[src/rtl/uart_pkg.sv]
// Shared definitions for the UART TX arbiter: FSM encoding, default byte width
// and parity-type constants.
package uart_pkg;

  localparam int DEF_DATA_W = 8;

  localparam logic PAR_EVEN = 1'b0;
  localparam logic PAR_ODD  = 1'b1;

  localparam logic [1:0] ST_IDLE       = 2'd0;
  localparam logic [1:0] ST_WAIT_START = 2'd1;
  localparam logic [1:0] ST_WAIT_DONE  = 2'd2;

  typedef enum logic [1:0] {
    IDLE       = ST_IDLE,
    WAIT_START = ST_WAIT_START,
    WAIT_DONE  = ST_WAIT_DONE
  } arb_state_e;

endpackage

[src/rtl/uart_rr_picker.sv]
// Combinational round-robin pick: first asserted request at or above rr_ptr,
// wrapping around.
module uart_rr_picker #(
  parameter int NUM_REQ = 4,
  localparam int ID_W = $clog2(NUM_REQ)
) (
  input  logic [NUM_REQ-1:0] req_valid,
  input  logic [ID_W-1:0]    rr_ptr,
  output logic [ID_W-1:0]    winner,
  output logic               any_req
);

  logic [ID_W:0] idx;

  always_comb begin
    winner  = '0;
    any_req = 1'b0;
    idx     = '0;
    for (int off = 0; off < NUM_REQ; off++) begin
      idx = {1'b0, rr_ptr} + (ID_W+1)'(off);
      if (idx >= (ID_W+1)'(NUM_REQ)) idx = idx - (ID_W+1)'(NUM_REQ);
      if (!any_req && req_valid[idx[ID_W-1:0]]) begin
        any_req = 1'b1;
        winner  = idx[ID_W-1:0];
      end
    end
  end

endmodule

[src/rtl/uart_tx_arbiter.sv]
// Round-robin arbiter sharing one UART transmitter among NUM_REQ byte sources;
// issues a one-cycle start strobe and tracks tx_busy until the frame ends.
module uart_tx_arbiter
  import uart_pkg::*;
#(
  parameter int NUM_REQ   = 4,
  parameter int DATA_W    = DEF_DATA_W,
  parameter int START_TMO = 4,
  localparam int ID_W = $clog2(NUM_REQ)
) (
  input  logic                      clk_arb,
  input  logic                      rst_arb,
  input  logic [NUM_REQ-1:0]        req_valid,
  input  logic [NUM_REQ*DATA_W-1:0] req_data,
  input  logic [NUM_REQ-1:0]        cfg_par_en,
  input  logic [NUM_REQ-1:0]        cfg_par_typ,
  output logic [NUM_REQ-1:0]        req_ack,
  input  logic                      tx_busy,
  output logic [DATA_W-1:0]         tx_data,
  output logic                      tx_data_valid,
  output logic                      tx_par_en,
  output logic                      tx_par_typ,
  output logic [ID_W-1:0]           grant_id,
  output logic                      arb_busy,
  output logic                      err_start
);

  localparam int CNT_W = $clog2(START_TMO + 1);

  arb_state_e                       state, state_nx;
  logic [CNT_W-1:0]                 cnt, cnt_nx;
  logic [ID_W-1:0]                  rr_ptr, rr_nx;
  logic [ID_W-1:0]                  winner;
  logic                             any_req;
  logic [NUM_REQ-1:0][DATA_W-1:0]   req_bytes;

  logic [DATA_W-1:0]  data_nx;
  logic               dv_nx, pe_nx, pt_nx, err_nx;
  logic [NUM_REQ-1:0] ack_nx;
  logic [ID_W-1:0]    gid_nx;

  assign req_bytes = req_data;

  uart_rr_picker #(.NUM_REQ(NUM_REQ)) u_picker (
    .req_valid (req_valid),
    .rr_ptr    (rr_ptr),
    .winner    (winner),
    .any_req   (any_req)
  );

  always_comb begin
    state_nx = state;
    cnt_nx   = cnt;
    rr_nx    = rr_ptr;
    data_nx  = tx_data;
    pe_nx    = tx_par_en;
    pt_nx    = tx_par_typ;
    gid_nx   = grant_id;
    dv_nx    = 1'b0;
    ack_nx   = '0;
    err_nx   = 1'b0;
    case (state)
      IDLE: begin
        // Never strobe into a transmitter that still reports busy.
        if (any_req && !tx_busy) begin
          state_nx       = WAIT_START;
          cnt_nx         = '0;
          data_nx        = req_bytes[winner];
          pe_nx          = cfg_par_en[winner];
          pt_nx          = cfg_par_typ[winner];
          gid_nx         = winner;
          dv_nx          = 1'b1;
          ack_nx[winner] = 1'b1;
          rr_nx          = (winner == ID_W'(NUM_REQ-1)) ? '0 : winner + 1'b1;
        end
      end
      WAIT_START: begin
        if (tx_busy) begin
          state_nx = WAIT_DONE;
        end else if (cnt == CNT_W'(START_TMO-1)) begin
          // Byte was already acked; it is dropped, not retried.
          state_nx = IDLE;
          err_nx   = 1'b1;
        end else begin
          cnt_nx = cnt + 1'b1;
        end
      end
      WAIT_DONE: begin
        if (!tx_busy) state_nx = IDLE;
      end
      default: state_nx = IDLE;
    endcase
  end

  always_ff @(posedge clk_arb or negedge rst_arb) begin
    if (!rst_arb) begin
      state         <= IDLE;
      cnt           <= '0;
      rr_ptr        <= '0;
      tx_data       <= '0;
      tx_data_valid <= 1'b0;
      tx_par_en     <= 1'b0;
      tx_par_typ    <= PAR_EVEN;
      req_ack       <= '0;
      grant_id      <= '0;
      arb_busy      <= 1'b0;
      err_start     <= 1'b0;
    end else begin
      state         <= state_nx;
      cnt           <= cnt_nx;
      rr_ptr        <= rr_nx;
      tx_data       <= data_nx;
      tx_data_valid <= dv_nx;
      tx_par_en     <= pe_nx;
      tx_par_typ    <= pt_nx;
      req_ack       <= ack_nx;
      grant_id      <= gid_nx;
      arb_busy      <= (state_nx != IDLE);
      err_start     <= err_nx;
    end
  end

endmodule

[config.mk]
export PLATFORM = sky130hd
export DESIGN_NAME = uart_tx_arbiter
export DESIGN_NICKNAME = d
export VERILOG_FILES = /design/src/rtl/uart_pkg.sv /design/src/rtl/uart_rr_picker.sv /design/src/rtl/uart_tx_arbiter.sv
export SDC_FILE = /design/constraint.sdc
export NUM_CORES = 1
export LEC_CHECK = 0
export CORE_ASPECT_RATIO = 1.4
export CORE_MARGIN = 2
export CORE_UTILIZATION = 45
export CTS_BUF_LIST = sky130_fd_sc_hd__clkbuf_2
export DETAILED_ROUTE_END_ITERATION = 7
export GPL_TIMING_DRIVEN = 0
export PLACE_DENSITY = 0.88
export SLEW_MARGIN = 40
export SYNTH_ARGS = -nofsm -noshare
export SYNTH_HDL_FRONTEND = slang
export SYNTH_HIERARCHICAL = 1
export SYNTH_SLANG_ARGS = --single-unit
[constraint.sdc]
create_clock -name clk_arb -period 4.6 [get_ports clk_arb]
set_clock_uncertainty 0.1 [all_clocks]
set_input_delay 0.69 -clock clk_arb [delete_from_list [all_inputs] [get_ports clk_arb]]
set_output_delay 0.69 -clock clk_arb [all_outputs]
set_load 0.02 [all_outputs]
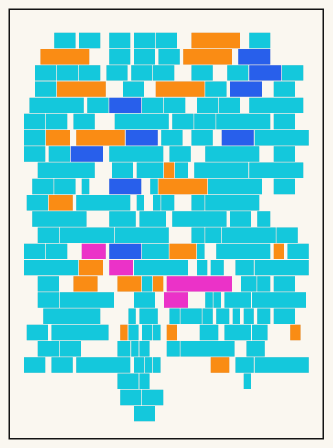
**Above:** drive-strength map.
legend:
  cyan:
    size: _0 and _1 cells
    cells: 144
    most_used: clkdlybuf4s50_1
  orange:
    size: _2 cells
    cells: 20
    most_used: mux4_2
  magenta:
    size: _6 and larger
    cells: 4
    most_used: buf_6
  blue:
    size: _3 and _4 cells
    cells: 9
    most_used: mux2_4
area growth from synthesis to layout: 50.1%
Final WS setup: 1.58 ns
Design Area, Final: 2210 um2
number of signal-net buffers in the layout: 71

==> summary.txt <==
Notes on the flow run.

- Once the clock tree was built, the setup fixing pass inserted 0 buffers.
- For this sky-water flow run, the detailed-routed wirelength per cell is reported as 16.6 um.
- The initial antenna violation count was 0.
- The XOR/XNOR share of the synthesized area is less than 1%, for reference.
- The global-route total usage across every layer is 20.9%, for reference.
- The cell with the most instances after synthesis is sky130_fd_sc_hd__dfrtp_1, for reference.
- The report lists the power per cell area as 501 nW/um2.
- The via count of the first global-routing pass was approximately 1,200.
- The synthesized design contains 0 enable-type register cells.
- The area recorded from the Yosys report for this design is 1480 um2.
- Setup repair after global routing left no endpoint under its margin.
- The placed cell count is 212, for reference.
- The area share of the leading cell type in the synthesized netlist is 44.1%, for reference.
- The total via count in the routed design is around 1,200, for reference.
- The mapped netlist covers roughly 1500 um2.
- The stage logs contain a warning count of 29.
- The CTS root buffer is sky130_fd_sc_hd__clkbuf_2, for reference.
- The fill cell total of the finished layout is 243, for reference.
- The net count of the finished layout is about 230.
- Entering global routing, the biggest net connects 27 pins.
- Per the detailed placement report, the placed cell area equals about 2200 um2.
- The final power report lists total power as 1.11 mW.
- The highest achievable clock rate is roughly 0.33 GHz, for reference.
- No sink is reached through more buffers than the 2 on the longest clock path.
- In this run the mean area of a mapped cell was roughly 14 um2.
- In this run the register-to-register setup slack is slightly below 2 ns.
- Summed over all layers, the routed wires come to approximately 3600 um.
- The final report gives the core utilization as between 70% and 80%.
- Per the synth log, the flip-flop and latch total comes to 26.
- The peak supply drop is roughly 0.00035 V, for reference.
- The count of synthesis-stage warnings from yosys is 6, for reference.
- For reference, the critical path is launched at req_valid[1].
- The critical path depth is 7, for reference.
- After synthesis, the netlist uses 33 different library cells.
- The number of violations of the max-capacitance limit is 0, for reference.
- According to the timing report, the arrival time at the worst endpoint equals between 3 and 4 ns.
- The kind of cell with the highest combined delay along the critical path is AND-OR/OR-AND gates.
- The portion of synthesized area spent on multiplexers is just under 30%.
- Per the cell usage report, the commonest logic cells after layout are sky130_fd_sc_hd__clkdlybuf4s50_1 (64), sky130_fd_sc_hd__dfrtp_1 (26), sky130_fd_sc_hd__mux2_4 (9).
- The largest fanout on the critical path is 10, for reference.
- The max-slew headroom at the worst pin is approximately 55%, for reference.
- The synthesized-area fraction occupied by and/or/nand/nor cells is under 10%, for reference.
- The cell type that accounts for the most area after synthesis is sky130_fd_sc_hd__dfrtp_1.
- The prevailing logic family in the synthesized netlist is multiplexers, for reference.
- The setup violation total in the final timing report is 0, for reference.
- Of the total synthesized cell area, the portion taken by AND-OR and OR-AND cells is 7.29%.
- The pin closest to its max-slew limit shows a slew of 0.682 ns.
- The hold buffer count at CTS is 0, for reference.
- After global routing the overflow that remains totals 0.
- Yosys reported that registers with async set or reset make up 100%.
- Before placement the cells fill 47.2% of the core.
- The dominant synthesized flop cell is sky130_fd_sc_hd__dfrtp_1, for reference.
- TritonCTS built the clock tree.
- The clock drives 26 sinks.
- The DRC violation total left in the routed layout is recorded as 0.
- In the finished design, the share of the clock period the worst path needs comes to 65.7%.
- The run finished with clean final reports.
- The source-to-sink clock delay at the later pin of the worst-skew pair is about 0.36 ns, for reference.
- The critical path endpoint category is a register, for reference.
- The cell sequence reported for the critical path is clkdlybuf4s50_1 > inv_1 > a221o_1 > a21oi_1 > buf_6 > mux4_2 > mux2_4.
- Before CTS, the worst setup slack after placement is approximately 1.1 ns.
- After synthesis, the most frequently instantiated cells are sky130_fd_sc_hd__dfrtp_1 (26), sky130_fd_sc_hd__mux2_4 (9), sky130_fd_sc_hd__inv_1 (8), sky130_fd_sc_hd__mux4_2 (7).
- The worst path required time is roughly 4.8 ns, for reference.
- STA classifies the critical path startpoint as an input pin.
- The die outline width is 52.4 um, for reference.
- The first global-routing pass estimated roughly 5800 um of wire.
- The critical path ends at tx_data[2].
- The total die area is approximately 3800 um2, for reference.
- In the post-synthesis netlist, the biggest area contributors are sky130_fd_sc_hd__dfrtp_1 (44%), sky130_fd_sc_hd__mux4_2 (11%), sky130_fd_sc_hd__mux2_4 (9.2%).
- The worst flop-to-flop path endpoint is tx_data[2], for reference.
- The floorplan report gives the top-level pin count as 66.
- The category of the critical setup timing path is in -> reg, for reference.
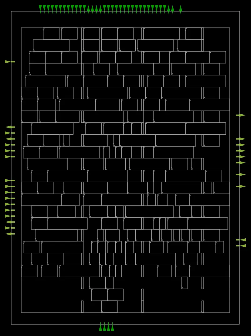
**Above:** cell outlines without signal wires.
n_taps: 39
flop share of the area: 29.4%

## worst register-to-register path, cell delays in order (launching register included)
cell                      delay (ns)
sky130_fd_sc_hd__dfrtp_1        0.48
sky130_fd_sc_hd__inv_2          0.05
sky130_fd_sc_hd__a221o_1        0.31
sky130_fd_sc_hd__a21oi_1        0.56
sky130_fd_sc_hd__buf_6          0.26
sky130_fd_sc_hd__mux4_2         0.52
sky130_fd_sc_hd__mux2_4         0.27
## state kept, by name, indices dropped and copies added, names as in the netlist
name / count
tx_data_valid: 1
tx_data: 8
state: 2
req_ack: 4
err_start: 1
tx_par_typ: 1
rr_ptr: 2
arb_busy: 1
cnt: 3
tx_par_en: 1
grant_id: 2
## report_power, final
part / switching [mW] / leakage [nW] / total [mW] / internal, mW
combinational: 0.256 / 0.611 / 0.601 / 0.345
sequential: 0.0521 / 0.324 / 0.362 / 0.310
clock: 0.0727 / 0.0266 / 0.147 / 0.0748
## layer usage
metal  share of wire (%)  vias up  global-route usage [%]  routed length (um)
met5                   0        -                       0                   0
met4                 2.7        0                    9.12                  97
met3                 4.0        9                    3.13                 143
met2                  57       42                    38.9                2060
met1                  36      574                    22.5                1290
li1                    -      534                       -                   -
## area by class of cell
type	instances	area (um2)	area share [%]
multi-input combinational	67	744	33.6
buffer	6	46.3	2.09
sequential	26	651	29.4
inverter	9	33.8	1.53
clock inverter	1	30.0	1.36
tap	39	48.8	2.20
timing repair buffer	65	646	29.2
clock buffer	3	15.0	0.678
Power and IR drop assume default switching activity.
